File: src/rtl/av2_pkg.sv
// rtl/av2_pkg.sv - shared OBU codes, error causes and FSM states for the AV2 decode controller
package av2_pkg;

    localparam logic [3:0]  OBU_SEQ_HDR   = 4'd1;
    localparam logic [3:0]  OBU_FRAME_HDR = 4'd3;
    localparam logic [3:0]  OBU_FRAME     = 4'd6;
    localparam logic [15:0] RESET_DIM     = 16'd64;

    typedef enum logic [1:0] {
        ERR_NONE    = 2'd0,
        ERR_NO_SEQ  = 2'd1,
        ERR_BAD_DIM = 2'd2,
        ERR_TIMEOUT = 2'd3
    } err_code_t;

    typedef enum logic [2:0] {
        ST_IDLE     = 3'd0,
        ST_WAIT_HDR = 3'd1,
        ST_RECON    = 3'd2,
        ST_FILTER   = 3'd3,
        ST_DONE     = 3'd4,
        ST_ERR      = 3'd5
    } state_t;

    function automatic logic is_frame_obu(input logic [3:0] obu_type);
        return (obu_type == OBU_FRAME_HDR) || (obu_type == OBU_FRAME);
    endfunction

endpackage

File: src/rtl/av2_stage_watchdog.sv
// rtl/av2_stage_watchdog.sv - per-stage cycle watchdog, restarted on every stage change
module av2_stage_watchdog #(
    parameter int unsigned LIMIT = 1024
) (
    input  logic clk,
    input  logic rst_n,
    input  logic clear,
    input  logic run,
    output logic expired
);

    localparam int unsigned W = (LIMIT > 1) ? $clog2(LIMIT) : 1;

    logic [W-1:0] cnt;
    logic [W-1:0] cnt_eff;

    // clear is seen in the first cycle of a new stage, so that cycle already reads as count 0
    assign cnt_eff = clear ? '0 : cnt;
    assign expired = run && (cnt_eff == W'(LIMIT - 1));

    always_ff @(posedge clk or negedge rst_n) begin
        if (!rst_n) begin
            cnt <= '0;
        end else if (!run || expired) begin
            cnt <= '0;
        end else begin
            cnt <= cnt_eff + W'(1);
        end
    end

endmodule

File: src/rtl/av2_decode_ctrl.sv
// rtl/av2_decode_ctrl.sv - AV2 frame decode sequencer: OBU gating, header latch, recon/filter stages
module av2_decode_ctrl
    import av2_pkg::*;
#(
    parameter int unsigned TIMEOUT_CYCLES = 1024,
    parameter int unsigned CNT_W          = 16
) (
    input  logic             clk,
    input  logic             rst_n,
    input  logic             obu_valid,
    input  logic [3:0]       obu_type,
    output logic             obu_ready,
    input  logic             header_valid,
    input  logic [1:0]       frame_type,
    input  logic [15:0]      frame_width,
    input  logic [15:0]      frame_height,
    output logic             header_ready,
    output logic             recon_start,
    input  logic             recon_done,
    output logic             filter_start,
    input  logic             filter_done,
    input  logic             cfg_lf_en,
    input  logic             err_clear,
    output logic [1:0]       cur_frame_type,
    output logic [15:0]      cur_width,
    output logic [15:0]      cur_height,
    output logic             frame_done,
    output logic [CNT_W-1:0] frame_count,
    output logic             busy,
    output logic             err,
    output logic [1:0]       err_code
);

    state_t    state;
    state_t    state_prev;
    err_code_t err_code_q;
    logic      seq_seen;
    logic      seq_err_pending;
    logic      obu_fire;
    logic      dim_bad;
    logic      wd_run;
    logic      wd_clear;
    logic      wd_expired;

    assign obu_ready    = (state == ST_IDLE) && !seq_err_pending;
    assign obu_fire     = obu_valid && obu_ready;
    assign header_ready = (state == ST_WAIT_HDR) && header_valid;
    assign dim_bad      = (frame_width == 16'd0) || (frame_height == 16'd0);

    // Outputs are pure decodes of the state register, so reset drops them asynchronously
    assign recon_start  = (state == ST_RECON);
    assign filter_start = (state == ST_FILTER);
    assign frame_done   = (state == ST_DONE);
    assign busy         = (state != ST_IDLE);
    assign err          = (state == ST_ERR);
    assign err_code     = err_code_q;

    assign wd_run   = (state == ST_WAIT_HDR) || (state == ST_RECON) || (state == ST_FILTER);
    assign wd_clear = (state != state_prev);

    av2_stage_watchdog #(
        .LIMIT(TIMEOUT_CYCLES)
    ) u_watchdog (
        .clk    (clk),
        .rst_n  (rst_n),
        .clear  (wd_clear),
        .run    (wd_run),
        .expired(wd_expired)
    );

    always_ff @(posedge clk or negedge rst_n) begin
        if (!rst_n) begin
            state           <= ST_IDLE;
            state_prev      <= ST_IDLE;
            err_code_q      <= ERR_NONE;
            seq_seen        <= 1'b0;
            seq_err_pending <= 1'b0;
            frame_count     <= '0;
            cur_frame_type  <= 2'd0;
            cur_width       <= RESET_DIM;
            cur_height      <= RESET_DIM;
        end else begin
            state_prev <= state;
            unique case (state)
                ST_IDLE: begin
                    if (obu_fire) begin
                        if (obu_type == OBU_SEQ_HDR) begin
                            seq_seen <= 1'b1;
                        end else if (is_frame_obu(obu_type)) begin
                            if (seq_seen) begin
                                state <= ST_WAIT_HDR;
                            end else begin
                                state           <= ST_ERR;
                                err_code_q      <= ERR_NO_SEQ;
                                seq_err_pending <= 1'b1;
                            end
                        end
                    end
                end
                ST_WAIT_HDR: begin
                    if (header_valid) begin
                        cur_frame_type <= frame_type;
                        cur_width      <= frame_width;
                        cur_height     <= frame_height;
                        if (dim_bad) begin
                            state      <= ST_ERR;
                            err_code_q <= ERR_BAD_DIM;
                        end else begin
                            state <= ST_RECON;
                        end
                    end else if (wd_expired) begin
                        state      <= ST_ERR;
                        err_code_q <= ERR_TIMEOUT;
                    end
                end
                ST_RECON: begin
                    // A done on the expiry cycle wins over the watchdog
                    if (recon_done) begin
                        state <= cfg_lf_en ? ST_FILTER : ST_DONE;
                    end else if (wd_expired) begin
                        state      <= ST_ERR;
                        err_code_q <= ERR_TIMEOUT;
                    end
                end
                ST_FILTER: begin
                    if (filter_done) begin
                        state <= ST_DONE;
                    end else if (wd_expired) begin
                        state      <= ST_ERR;
                        err_code_q <= ERR_TIMEOUT;
                    end
                end
                ST_DONE: begin
                    frame_count <= frame_count + CNT_W'(1);
                    state       <= ST_IDLE;
                end
                ST_ERR: begin
                    if (err_clear) begin
                        state           <= ST_IDLE;
                        err_code_q      <= ERR_NONE;
                        seq_seen        <= 1'b0;
                        seq_err_pending <= 1'b0;
                    end
                end
                default: begin
                    state <= ST_IDLE;
                end
            endcase
        end
    end

endmodule

File: config.mk
export PLATFORM = sky130hd
export DESIGN_NAME = av2_decode_ctrl
export DESIGN_NICKNAME = d
export VERILOG_FILES = /design/src/rtl/av2_pkg.sv /design/src/rtl/av2_stage_watchdog.sv /design/src/rtl/av2_decode_ctrl.sv
export SDC_FILE = /design/constraint.sdc
export NUM_CORES = 1
export LEC_CHECK = 0
export CAP_MARGIN = 30
export CELL_PAD_IN_SITES_DETAIL_PLACEMENT = 0
export CELL_PAD_IN_SITES_GLOBAL_PLACEMENT = 1
export CORE_MARGIN = 2
export CORE_UTILIZATION = 39
export DETAILED_ROUTE_END_ITERATION = 10
export PLACE_DENSITY = 0.82
export SYNTH_ARGS = -nofsm -noshare
export SYNTH_HDL_FRONTEND = slang
export SYNTH_HIERARCHICAL = 1
export SYNTH_SLANG_ARGS = --single-unit
File: constraint.sdc
create_clock -name clk -period 7 [get_ports clk]
set_input_delay 1.4 -clock clk [delete_from_list [all_inputs] [get_ports clk]]
set_output_delay 1.4 -clock clk [all_outputs]
set_load 0.01 [all_outputs]
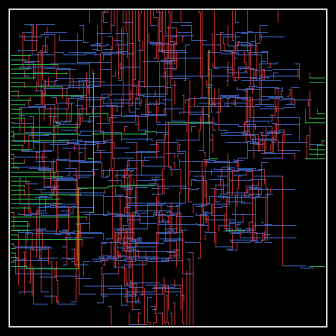
**Above:** run 1 (signal wires by layer).
| colour | layer | wire length |
|---|---|---|
| red | metal 2 | 3330 um |
| blue | metal 1 | 3100 um |
| orange | metal 4 | 88.4 um |
| green | metal 3 | 517 um |
routed vias: 2467
Wirelength per Cell: 14.4 um
Final Routed Wirelength: 7030 um
total global routing track utilization: 16.4%

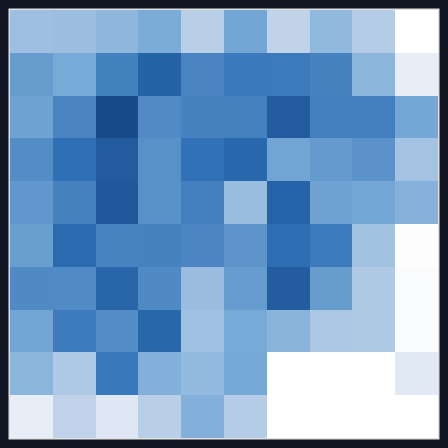
**Above:** run 1 (placement density heat map).
10 x 10 tiles, from white (low) to dark blue (high), 0 to 100% covered.
nearly empty tiles: 9.0%
densest ninth of the die: west
tiles over 75% full: 11%
fullest tile: 89%
final core utilization: 56.2%
floorplan core area: 8180 um^2
fp_density: 40.1%

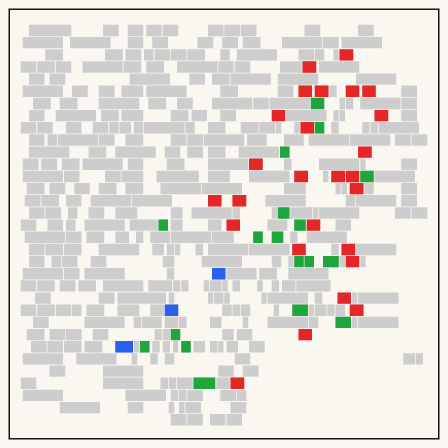
**Above:** run 1 (logic cells by family).
| colour | family | cells |
|---|---|---|
| green | and/or cells | 18 |
| blue | non-inverting ao/oa cells | 3 |
| red | xor and xnor cells | 26 |

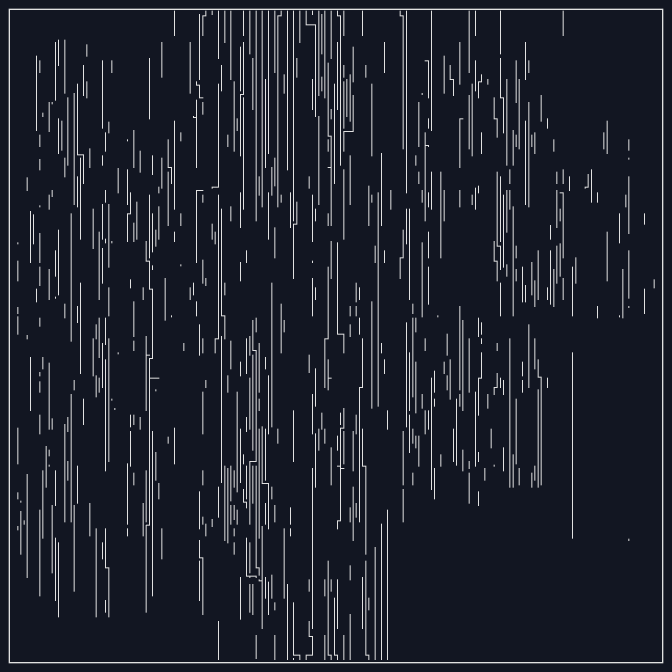
**Above:** run 1 (metal 2).
longest straight run: 31.3 um
share of all routed wire: 47%
nets with wire on the layer: 381
wire length on this layer: 3330 um

==> results.md, run 1 <==
| Item | Reported | Unit |
| --- | --- | --- |
| Power spent charging and discharging nets | 0.521 | mW |
| Critical Path Most Common Cell | clkdlybuf4s50_1 | - |
| Most frequently placed logic cell in the final layout | clkdlybuf4s50_1 | - |
| Post-route fraction of the period consumed by the critical path | 64.7 | % |
| Fraction of post-synthesis cell area in the top cell type by area | 51.9 | % |
| Count of input and output buffers | 104 | - |
| Worst reg-to-reg setup slack | 3.87 | ns |
| Outcome | finished, final reports clean | - |
| Routed met3 length | 516 | um |
| Setup skew after layout | 0.0142 | ns |
| Die Span X | 95.7 | um |
| Met1 GRT Util | 20.3 | % |
| Simple-gate share of the synthesized area | 17.8 | % |
| Power Dens Cells | 353 | nW/um^2 |
| Crit path buf inv count | 3 | - |
| Part of the power in registers | 39.4 | % |
| Most common flop cell mapped by yosys | dfrtp_1 | - |
| Well tap count | 105 | - |
| Fin. Hold Viols | 0 | - |
| Time the final worst path needs with I/O delays and setup | 4.53 | ns |
| Min-Delay Endpoint | frame_count[15] | - |
| Cell area after synthesis | 3280 | um^2 |
| Power share of the clock group | 20.5 | % |
| Residual overflow from global routing | 0 | - |
| Share of the final layout cell area in sequential cells | 38.1 | % |
## Run 2: what changed since run 1
Settings changed: CORE_UTILIZATION 39 to 36, PLACE_DENSITY 0.82 to 0.76.
Clock period 7 ns to 4.65 ns, I/O delays scaled along.
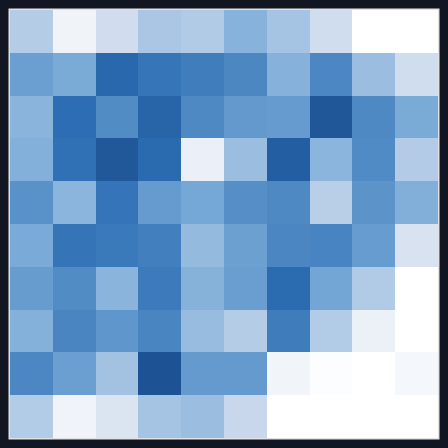
**Above:** run 2 (placement density heat map).
10 x 10 tiles, from white (low) to dark blue (high), 0 to 100% covered.
mean over tiles: 45%
nearly empty tiles: 10%
fullest tile: 86%
densest ninth of the die: west

==> results.md, run 2 <==
| Item | Reported | Unit | vs previous |
| --- | --- | --- | --- |
| Share of the final layout cell area in sequential cells | 38.2 | % | was 38.1% |
| Final core utilization | 52.4 | % | was 56.2% |
| Crit path buf inv count | 2 | - | was 3 |
| Outcome | finished, final reports clean | - | unchanged |
| Routed vias | 2460 | - | was 2467 |
| Floorplan core area | 8760 | um^2 | was 8180 um^2 |
| Power share of the clock group | 20.1 | % | was 20.5% |
| Routed met3 length | 678 | um | was 516 um |
| Endpoint of the lowest-slack register-to-register path | state[0] | - | unchanged |
| Wirelength per Cell | 14.9 | um | was 14.4 um |
| Simple-gate share of the synthesized area | 17.8 | % | unchanged |
| Well tap count | 108 | - | was 105 |
| Final Routed Wirelength | 7290 | um | was 7030 um |
| Most frequently placed logic cell in the final layout | clkdlybuf4s50_1 | - | unchanged |
| Fraction of post-synthesis cell area in the top cell type by area | 51.9 | % | unchanged |
| Post-route fraction of the period consumed by the critical path | 67.1 | % |  |
| Power spent charging and discharging nets | 0.780 | mW | was 0.521 mW |
| Cell area after synthesis | 3280 | um^2 | unchanged |
| Part of the power in registers | 39.5 | % | was 39.4% |
| Min-Delay Endpoint | frame_count[15] | - | unchanged |
| Sequential-cell power consumption | 0.962 | mW | was 0.640 mW |
| CTS H-tree lvls | 3 | - | unchanged |
| Die Span X | 99.4 | um | was 95.7 um |
| Fin. Hold Viols | 0 | - | unchanged |
| Worst reg-to-reg setup slack | 1.61 | ns | was 3.87 ns |
| Residual overflow from global routing | 0 | - | unchanged |
| Count of input and output buffers | 104 | - | unchanged |
| Met1 GRT Util | 20.2 | % | was 20.3% |
| Fp_density | 37.4 | % | was 40.1% |
| Time the final worst path needs with I/O delays and setup | 3.12 | ns |  |
| Most common flop cell mapped by yosys | dfrtp_1 | - | unchanged |
| Critical Path Most Common Cell | clkdlybuf4s50_1 | - | unchanged |
Power figures rest on the tool's default switching activity, not on a simulated workload.
